Figure 1. Routed metal per tile.
The die is cut into 19 by 29 equal tiles; black is low, pale yellow is high, scaled to the fullest tile. Values are wire area over tile area, all layers added.
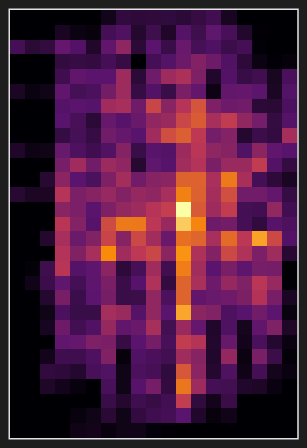
Figure 2. Signal wires by layer.
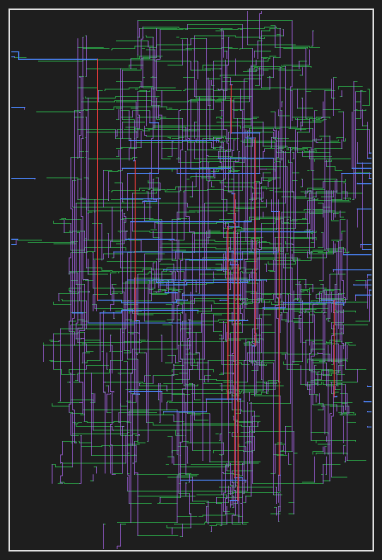
File: src/rtl/uart_tx_feeder.sv
// uart_tx_feeder: byte FIFO in front of a UART transmitter. Each byte is popped
// into tx_data and held there for the whole frame, started with a one-cycle
// tx_start pulse, and released when the transmitter pulses tx_ok.
// Optional feature macro: UART_TX_FEEDER_GAP_EN adds GAP_CYCLES idle cycles
// after every frame.
module uart_tx_feeder #(
  parameter int unsigned DEPTH_LOG2 = 4,
  parameter int unsigned GAP_CYCLES = 2
) (
  input  logic                  clk,
  input  logic                  rst_n,
  input  logic                  wr_en,
  input  logic [7:0]            wr_data,
  input  logic                  flush,
  output logic                  full,
  output logic                  empty,
  output logic [DEPTH_LOG2:0]   count,
  output logic                  overflow,
  output logic                  tx_start,
  output logic [7:0]            tx_data,
  input  logic                  tx_busy,
  input  logic                  tx_ok
);

  localparam int unsigned Depth = 1 << DEPTH_LOG2;
  localparam logic [DEPTH_LOG2:0] FullCount = (DEPTH_LOG2 + 1)'(Depth);

`ifdef UART_TX_FEEDER_GAP_EN
  typedef enum logic [1:0] {StIdle, StStart, StWaitOk, StGap} state_e;
`else
  typedef enum logic [1:0] {StIdle, StStart, StWaitOk} state_e;
`endif

  state_e                state_q, state_d;
  logic [7:0]            mem [Depth];
  logic [DEPTH_LOG2-1:0] wr_ptr_q, rd_ptr_q;
  logic [DEPTH_LOG2:0]   count_q, count_d;
  logic                  overflow_q;
  logic [7:0]            tx_data_q;
  logic                  pop;
  logic                  wr_accept;
  logic                  wr_drop;
`ifdef UART_TX_FEEDER_GAP_EN
  logic [7:0]            gap_cnt_q;
`endif

  assign full      = (count_q == FullCount);
  assign empty     = (count_q == '0);
  assign count     = count_q;
  assign overflow  = overflow_q;
  assign tx_data   = tx_data_q;
  // A same-cycle pop never frees room for a write while full.
  assign wr_accept = wr_en && !full && !flush;
  assign wr_drop   = wr_en && full && !flush;

  // Drain FSM state register.
  always_ff @(posedge clk) begin
    if (!rst_n) state_q <= StIdle;
    else        state_q <= state_d;
  end

  // Drain FSM next state, pop decision and start pulse.
  always_comb begin
    state_d  = state_q;
    pop      = 1'b0;
    tx_start = 1'b0;
    unique case (state_q)
      StIdle: begin
        if (!empty && !tx_busy) begin
          pop     = 1'b1;
          state_d = StStart;
        end
      end
      StStart: begin
        tx_start = 1'b1;
        state_d  = StWaitOk;
      end
      StWaitOk: begin
`ifdef UART_TX_FEEDER_GAP_EN
        if (tx_ok) state_d = StGap;
`else
        if (tx_ok) state_d = StIdle;
`endif
      end
`ifdef UART_TX_FEEDER_GAP_EN
      StGap: begin
        if (gap_cnt_q == 8'(GAP_CYCLES - 1)) state_d = StIdle;
      end
`endif
      default: state_d = StIdle;
    endcase
  end

  // Occupancy next value; flush wins over any write or pop.
  always_comb begin
    count_d = count_q;
    if (flush) begin
      count_d = '0;
    end else if (wr_accept && !pop) begin
      count_d = count_q + 1'b1;
    end else if (!wr_accept && pop) begin
      count_d = count_q - 1'b1;
    end
  end

  // FIFO storage; contents need no reset since the pointers define validity.
  always_ff @(posedge clk) begin
    if (wr_accept) mem[wr_ptr_q] <= wr_data;
  end

  // Pointers, count, overflow pulse and the held transmit byte.
  always_ff @(posedge clk) begin
    if (!rst_n) begin
      wr_ptr_q   <= '0;
      rd_ptr_q   <= '0;
      count_q    <= '0;
      overflow_q <= 1'b0;
      tx_data_q  <= 8'h00;
    end else begin
      count_q    <= count_d;
      overflow_q <= wr_drop;
      // A pop coinciding with flush still launches its byte; the frame is kept.
      if (pop) tx_data_q <= mem[rd_ptr_q];
      if (flush) begin
        wr_ptr_q <= '0;
        rd_ptr_q <= '0;
      end else begin
        if (wr_accept) wr_ptr_q <= wr_ptr_q + 1'b1;
        if (pop)       rd_ptr_q <= rd_ptr_q + 1'b1;
      end
    end
  end

`ifdef UART_TX_FEEDER_GAP_EN
  // Gap counter: counts cycles spent in StGap, cleared everywhere else.
  always_ff @(posedge clk) begin
    if (!rst_n || state_q != StGap) gap_cnt_q <= 8'd0;
    else                            gap_cnt_q <= gap_cnt_q + 8'd1;
  end
`endif

endmodule
File: config.mk
export PLATFORM = sky130hd
export DESIGN_NAME = uart_tx_feeder
export DESIGN_NICKNAME = d
export VERILOG_FILES = /design/src/rtl/uart_tx_feeder.sv
export SDC_FILE = /design/constraint.sdc
export NUM_CORES = 1
export LEC_CHECK = 0
export CORE_ASPECT_RATIO = 1.5
export CORE_UTILIZATION = 45
export CTS_CLUSTER_SIZE = 25
export DETAILED_ROUTE_END_ITERATION = 12
export PLACE_DENSITY_LB_ADDON = 0.25
export SYNTH_ARGS = -nofsm -noshare
export SYNTH_HDL_FRONTEND = slang
export SYNTH_SLANG_ARGS = --single-unit
File: constraint.sdc
create_clock -name clk -period 4.8 [get_ports clk]
set_input_delay 1.2 -clock clk [delete_from_list [all_inputs] [get_ports clk]]
set_output_delay 1.2 -clock clk [all_outputs]
set_load 0.05 [all_outputs]
==> results.toml <==
# physical design summary
[outcome]
run_status = "finished, final reports clean"

[drt]
remaining_drc_errors = 0
viasPerCell = 5.67
drt-pass1-iter-count = 5
initialDrtViolationCount = 202
remaining_number_of_nets_flagged_by_the_antenna_check_after_routing = 0

[cts]
cts_buffers = 17
cts.repair.resized = 0
cts-root-buf = "sky130_fd_sc_hd__clkbuf_16"
cts_hold_repair.buffers = 0
clk_pin_slew_worst_paths_ns = 0.06
clkLatencyLatePin_ns = 0.41
cts.htree.levels = 4
tritoncts = "built"
cts.repair_timing.setup_buffer_count = 0
cts_num_sinks = 152
ctsLongestPathBuffers = 2

[pwr]
p_seq_frac = 0.484
pwr-share-comb = 0.122
power_frac_clock = 0.394
power.internal_uw = 2310
swShare = 0.251
leakage_uw = 0.00224
total_power_uw = 3090
ir_drop_uv = 258
total_switching_power_uw = 775
cellPowerDensity_mw_per_mm2 = 435

[critical_path]
timing.setup.critical_path_class = "reg2out"
worstPathRequired_ns = 3.60
start_kind = "register"
worst_setup_path_end_kind = "output port"
cp_data_arrival_time_ns = 2.39
r2r_setup_slack_ns = 1.58
path_max_fanout = 6

[global_route]
grt-ovfl-total = 0
grt_pass1_wl_um = 19000
grt_antenna_before_repair = 0
first_global_vias = 3343
maximum_number_of_pins_on_one_net_before_global_route_repair = 34

[logic_synthesis]
share_of_flip_flops_with_an_asynchronous_set_or_reset_after_synthesis = 0
ys.warnings.count = 0
netlist.top_cell.by_instances = "sky130_fd_sc_hd__edfxtp_1"
netlist_top_cells_area = "sky130_fd_sc_hd__edfxtp_1, sky130_fd_sc_hd__mux2i_1, sky130_fd_sc_hd__dfxtp_1"
synth.largest_area_cell = "sky130_fd_sc_hd__edfxtp_1"
synth_chip_area_mm2 = 0.00612
instance_count_of_the_mapped_netlist = 381
yosysUniqueCellTypes = 42
post_synthesis_instance_area_mm2 = 0.00612
edf_count = 128
yosys_stat_cell_total = 381
yosys-top-cells-count = "sky130_fd_sc_hd__edfxtp_1, sky130_fd_sc_hd__mux2i_1, sky130_fd_sc_hd__nor2_1"
synth.avg_cell_area_um2 = 16.1
yosysSeqAreaShare = 0.707
yosys_register_bits = 152
most_frequently_used_flop_master_after_synthesis = "sky130_fd_sc_hd__edfxtp_1"
synth.net_count = 405
netlist.area_leader.share = 0.628

[timing]
unrepaired_setup_endpoints_after_global_routing = "false"
hold_viol_final = 0
period_used_share = 0.748
drv_slew = 0
worst_pin_slew_ns = 1.02
setup_viol_count_final = 0
post_route_setup_tns_ns = 0
skew_ns = 0.00955
worst_slew_margin_rel = 0.323
post-route-min-period_ns = 3.59
whs_ns = 0.546
clock.fmax_ghz = 0.278

[die]
initial_core_util = 0.465
fp.coreArea_mm2 = 0.0131
chipHeight_um = 145
chip_area_mm2 = 0.0141
die.size.x_um = 97.2
top_level_ports = 31
fp-row-count = 51

[final_layout]
layout-area-overhead-vs-synth_pct = 16.0
finish.net_count = 439
final_area_mm2 = 0.00710
final_cells = 587
final_layout_size_suffix_gt1_frac = 0.0958
antenna-diode-count = 0

[placement]
post-dp-hpwl_um = 8320
dp.cells = 555
place.gp.congestion = 0.774
io_buffer_count = 30
postPlaceCellArea_mm2 = 0.00656

[job]
timing.max_cap.violations = 0
stage_log_warning_count = 29

[min_path]
hold_path.class = "reg2reg"
About Figure 1:
The densest ninth of the die: centre. 8.0% of the tiles are over half the peak. 20% of the tiles are nearly empty. The mean over all tiles is 0.14. The emptiest ninth of the die: lower left.

About Figure 2:
Red shows met4, wire length 458 um. Green shows met1, wire length 4930 um. Blue shows met3, wire length 636 um. Purple shows met2, wire length 6440 um.
routed len/inst: 21.2 um
GRT Overall Usage: 0.190
routed via count: 3329
Detailed Route WL: 12500 um

-- critical path, stage by stage, from the launching register on --
cell	delay, ns
sky130_fd_sc_hd__dfxtp_1	0.38
sky130_fd_sc_hd__or4_4	0.61
sky130_fd_sc_hd__nor2_1	0.16
sky130_fd_sc_hd__clkdlybuf4s50_1	0.83
-- logic make-up (layout without fill, tap and decap cells) --
| group | after synthesis | count (layout) | synth area share |
|---|---|---|---|
| buf+inv | 28 | 75 | 0.0221 |
| mux | 59 | 59 | 0.122 |
| fa+ha+maj | 10 | 10 | 0.0217 |
| compound gates | 60 | 60 | 0.0646 |
| xor+xnor | 9 | 9 | 0.0129 |
| simple gates | 63 | 63 | 0.0495 |
| flops | 152 | 152 | 0.707 |
-- power groups by stage --
stage                     Clock (uW)  Combinational (uW)  Sequential, uW
final                           1220                 377            1490
after global routing            1290                 405            1500
after CTS                       1230                 380            1500
after detailed placement           0                 378            1520
after global placement             0                 372            1520
after floorplan                    0                 181            1590
-- layer usage --
| layer | GRT usage | vias to the layer above | part of all wire | wire [um] |
|---|---|---|---|---|
| met5 | 0 | - | 0 | 0 |
| met4 | 0.119 | 0 | 0.037 | 458 |
| met3 | 0.0384 | 20 | 0.051 | 636 |
| met2 | 0.326 | 107 | 0.52 | 6440 |
| met1 | 0.219 | 1649 | 0.40 | 4930 |
| li1 | - | 1553 | - | - |
-- per-stage QoR --
stage,setup slack (ns),util
floorplan,1.43,-
global placement,0.998,0.499
detailed placement,0.862,0.499
CTS,1.19,0.540
global route,1.04,0.540
finish,1.21,0.540
-- placed cells by master, fill, tap and decap left out, types with 9 or more instances in the layout --
cell type / n
sky130_fd_sc_hd__o22ai_1: 22
sky130_fd_sc_hd__nor2_1: 31
sky130_fd_sc_hd__clkbuf_16: 17
sky130_fd_sc_hd__mux4_1: 9
sky130_fd_sc_hd__ha_1: 9
sky130_fd_sc_hd__dfxtp_1: 23
sky130_fd_sc_hd__a21oi_1: 11
sky130_fd_sc_hd__clkdlybuf4s50_1: 30
sky130_fd_sc_hd__mux2i_1: 49
sky130_fd_sc_hd__edfxtp_1: 128
-- cell type report --
class | count | area (um^2)
Sequential cell | 152 | 4330
Fill cell | 1042 | 6050
Tap cell | 159 | 199
Clock buffer | 21 | 440
Clock inverter | 11 | 101
Multi-Input combinational cell | 201 | 1660
Inverter | 7 | 26.3
Timing Repair Buffer | 36 | 345
-- path summary, 6_finish.rpt --
kind / from / end / depth (start not counted)
worst max-delay path: count[0]$_SDFFE_PP0P_ / full / 3
worst max register to register: count[0]$_SDFFE_PP0P_ / count[4]$_SDFFE_PP0P_ / 11
worst min-delay path: count[3]$_SDFFE_PP0P_ / count[3]$_SDFFE_PP0P_ / 2
worst min register to register: count[3]$_SDFFE_PP0P_ / count[3]$_SDFFE_PP0P_ / 2
-- registers in the layout (all words and copies together), names as in the netlist --
register / cells
rd_ptr_q: 4
wr_ptr_q: 4
count: 5
mem: 128
state_q: 2
overflow: 1
tx_data: 8
No activity file was given, so power comes from the tool's default toggle rates.
